Fig. 1: port wiring
(1.5 px per µm)
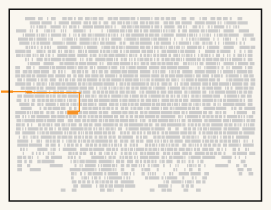
Fig. 2: ports around the boundary
(3 px per µm) Pins as bars across the die edge, other pins in gray.
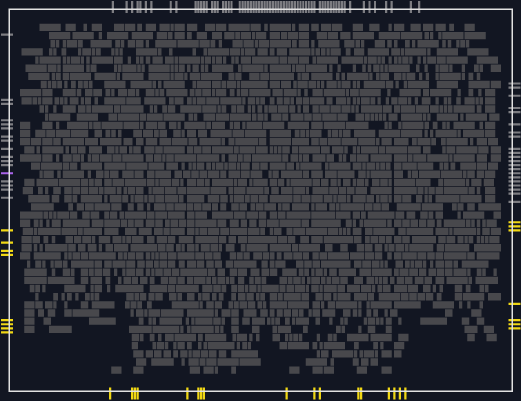
===== src/rtl/scalar_divider_if.sv =====
// Handshake and operand/result bundle for the scalar divider.
// The requester (master) drives start/A/B; the divider (slave) returns
// quotient, remainder, busy/done and the ALU-compatible flag set.
interface scalar_divider_if #(
   parameter int unsigned N = 32
);
   logic         start;
   logic [N-1:0] A;
   logic [N-1:0] B;
   logic [N-1:0] Q;
   logic [N-1:0] Rem;
   logic         busy;
   logic         done;
   logic         N_flag;
   logic         Z_flag;
   logic         C_flag;
   logic         V_flag;

   modport master (
      output start, A, B,
      input  Q, Rem, busy, done, N_flag, Z_flag, C_flag, V_flag
   );

   modport slave (
      input  start, A, B,
      output Q, Rem, busy, done, N_flag, Z_flag, C_flag, V_flag
   );
endinterface


===== src/rtl/scalar_divider.sv =====
// Iterative unsigned restoring divider, one quotient bit per cycle.
// Divide-by-zero resolves in a single cycle with Q=all ones, Rem=A, V=1.
// Result registers and flags only change on the edge entering DONE or on reset.
module scalar_divider #(
   parameter int unsigned N = 32
) (
   input logic           clk,
   input logic           rst,
   scalar_divider_if.slave bus
);

   localparam int unsigned CW = $clog2(N + 1);

   typedef enum logic [1:0] {
      IDLE = 2'd0,
      RUN  = 2'd1,
      DONE = 2'd2
   } state_t;

   state_t        state_q;
   logic [N-1:0]  w_q;
   logic [N:0]    p_q;
   logic [N-1:0]  b_q;
   logic [CW-1:0] cnt_q;
   logic [N-1:0]  q_q;
   logic [N-1:0]  rem_q;
   logic          busy_q;
   logic          done_q;
   logic          nf_q;
   logic          zf_q;
   logic          cf_q;
   logic          vf_q;

   logic [N:0]    p_shift;
   logic [N:0]    p_sub;
   logic          ge;
   logic [N:0]    p_d;
   logic [N-1:0]  w_d;

   // One restoring step: shift the next dividend bit into P, subtract B if it fits.
   always_comb begin
      p_shift = {p_q[N-1:0], w_q[N-1]};
      p_sub   = p_shift - {1'b0, b_q};
      ge      = (p_shift >= {1'b0, b_q});
      p_d     = ge ? p_sub : p_shift;
      w_d     = {w_q[N-2:0], ge};
   end

   // Control FSM with registered result, flag and handshake outputs.
   always_ff @(posedge clk) begin
      if (rst) begin
         state_q <= IDLE;
         w_q     <= '0;
         p_q     <= '0;
         b_q     <= '0;
         cnt_q   <= '0;
         q_q     <= '0;
         rem_q   <= '0;
         busy_q  <= 1'b0;
         done_q  <= 1'b0;
         nf_q    <= 1'b0;
         zf_q    <= 1'b1;
         cf_q    <= 1'b0;
         vf_q    <= 1'b0;
      end else begin
         unique case (state_q)
            IDLE, DONE: begin
               // DONE shares IDLE's accept logic so back-to-back starts need no idle cycle.
               done_q <= 1'b0;
               busy_q <= 1'b0;
               state_q <= IDLE;
               if (bus.start) begin
                  if (bus.B != '0) begin
                     w_q     <= bus.A;
                     b_q     <= bus.B;
                     p_q     <= '0;
                     cnt_q   <= CW'(N);
                     busy_q  <= 1'b1;
                     state_q <= RUN;
                  end else begin
                     q_q     <= '1;
                     rem_q   <= bus.A;
                     nf_q    <= 1'b1;
                     zf_q    <= 1'b0;
                     cf_q    <= (bus.A != '0);
                     vf_q    <= 1'b1;
                     done_q  <= 1'b1;
                     state_q <= DONE;
                  end
               end
            end
            RUN: begin
               w_q   <= w_d;
               p_q   <= p_d;
               cnt_q <= cnt_q - CW'(1);
               if (cnt_q == CW'(1)) begin
                  q_q     <= w_d;
                  rem_q   <= p_d[N-1:0];
                  nf_q    <= w_d[N-1];
                  zf_q    <= (w_d == '0);
                  cf_q    <= (p_d[N-1:0] != '0);
                  vf_q    <= 1'b0;
                  busy_q  <= 1'b0;
                  done_q  <= 1'b1;
                  state_q <= DONE;
               end
            end
            default: begin
               state_q <= IDLE;
               busy_q  <= 1'b0;
               done_q  <= 1'b0;
            end
         endcase
      end
   end

   assign bus.Q      = q_q;
   assign bus.Rem    = rem_q;
   assign bus.busy   = busy_q;
   assign bus.done   = done_q;
   assign bus.N_flag = nf_q;
   assign bus.Z_flag = zf_q;
   assign bus.C_flag = cf_q;
   assign bus.V_flag = vf_q;

endmodule


===== src/flat_wrapper.sv =====
// flat-port wrapper written by rule: the top's interface ports become plain ports
module scalar_divider_flat 
#(
   parameter int unsigned N = 32
)
  (clk, rst, bus_start, bus_A, bus_B, bus_Q, bus_Rem, bus_busy, bus_done, bus_N_flag, bus_Z_flag, bus_C_flag, bus_V_flag);
  scalar_divider_if #(.N(N)) bus_i ();
  input logic clk;
  input logic rst;
  input wire logic [$bits(bus_i.start)-1:0] bus_start;
  input wire logic [$bits(bus_i.A)-1:0] bus_A;
  input wire logic [$bits(bus_i.B)-1:0] bus_B;
  output wire logic [$bits(bus_i.Q)-1:0] bus_Q;
  output wire logic [$bits(bus_i.Rem)-1:0] bus_Rem;
  output wire logic [$bits(bus_i.busy)-1:0] bus_busy;
  output wire logic [$bits(bus_i.done)-1:0] bus_done;
  output wire logic [$bits(bus_i.N_flag)-1:0] bus_N_flag;
  output wire logic [$bits(bus_i.Z_flag)-1:0] bus_Z_flag;
  output wire logic [$bits(bus_i.C_flag)-1:0] bus_C_flag;
  output wire logic [$bits(bus_i.V_flag)-1:0] bus_V_flag;
  assign bus_i.start = bus_start;
  assign bus_i.A = bus_A;
  assign bus_i.B = bus_B;
  assign bus_Q = bus_i.Q;
  assign bus_Rem = bus_i.Rem;
  assign bus_busy = bus_i.busy;
  assign bus_done = bus_i.done;
  assign bus_N_flag = bus_i.N_flag;
  assign bus_Z_flag = bus_i.Z_flag;
  assign bus_C_flag = bus_i.C_flag;
  assign bus_V_flag = bus_i.V_flag;
  scalar_divider #(.N(N)) u_core (.clk(clk), .rst(rst), .bus(bus_i));
endmodule

===== config.mk =====
export PLATFORM = sky130hd
export DESIGN_NAME = scalar_divider_flat
export DESIGN_NICKNAME = d
export VERILOG_FILES = /design/src/rtl/scalar_divider_if.sv /design/src/rtl/scalar_divider.sv /design/src/flat_wrapper.sv
export SDC_FILE = /design/constraint.sdc
export NUM_CORES = 1
export LEC_CHECK = 0
export ABC_AREA = 0
export ABC_CLOCK_PERIOD_IN_PS = 2780
export CAP_MARGIN = 30
export CORE_ASPECT_RATIO = 0.75
export CORE_MARGIN = 3
export CORE_UTILIZATION = 48
export CTS_BUF_LIST = sky130_fd_sc_hd__clkbuf_8
export DETAILED_ROUTE_END_ITERATION = 7
export PLACE_DENSITY_LB_ADDON = 0.3
export SLEW_MARGIN = 20
export SYNTH_ARGS = -nofsm -noshare
export SYNTH_HDL_FRONTEND = slang
export SYNTH_SLANG_ARGS = --single-unit

===== constraint.sdc =====
create_clock -name clk -period 2.78 [get_ports clk]
set_input_delay 0.695 -clock clk [delete_from_list [all_inputs] [get_ports clk]]
set_output_delay 0.695 -clock clk [all_outputs]
set_load 0.01 [all_outputs]

==> results.yml <==
# yosys + openroad results
layout:
  seq-cell-share_pct: 23.3
  nClkBuffers: 17
  num-multi-input-gates: 944
  final_cell_mix: "buf_4, nand2_1, nor2_1"
route:
  wl_met2_um: 17900
  wl_per_cell_um: 22.0
  avgViaCountPerCell: 6.32
  drc: 29
  wl_met1_um: 15400
  first_iter_violations: 1968
worst_hold_path:
  hold_depth: 2
  holdPathEnd: "u_core.b_q[29]"
  min_path_type: "reg -> reg"
cts:
  clkSinkCount: 171
  ctsHoldBuffers: 0
  insertion_delay_ps: 480
  cts-root-buf: "clkbuf_8"
  cts_buffer_depth: 2
outcome:
  outcome: "finished with violations"
  violations: "DRC, setup timing"
global_routing:
  grt.total_usage_pct: 34.3
  grt_antenna_before_repair: 1
  grt_first_pass_wirelength_um: 58700
  grt_pass1_vias: 10900
yosys:
  synth_stat.cells: 1254
  synth-async-reset-ratio_pct: 0
  ys_seq_elements: 171
  synth_cell_types: 74
final_timing:
  setup_viol_count_final: 68
  hold_viol_final: 0
  fin_setup_tns_ps: -29240
  final_max_slew_viol_count: 0
  timing.final.ws_setup_ps: -659
floorplan:
  fp_util_pct: 49.8
  core_area_um2: 18800
  placementRows: 43
critical_path:
  endpoint_kind: "register"
  critPathTopFamily: "simple AND/OR/NAND/NOR gates"
  reg2reg_depth: 16
  cp_num_buf_inv: 6
placement:
  hpwl_um: 24800
Back to the opening pictures, Fig. 1:
bus_C_flag: shown in orange, direction output, end cells 1, buffers 1, wire 63.8 µm.
port bufs: 136
IO Pins: 137

Back to the opening pictures, Fig. 2:
bus_B: shown in yellow, pins 32, direction input, edge 17 bottom, 8 left, 7 right. bus_C_flag: shown in purple, pins 1, direction output, edge left.
All pins by edge: 67 top, 28 right, 25 left, 17 bottom.
Die Height: 127 µm
Die W: 167 µm

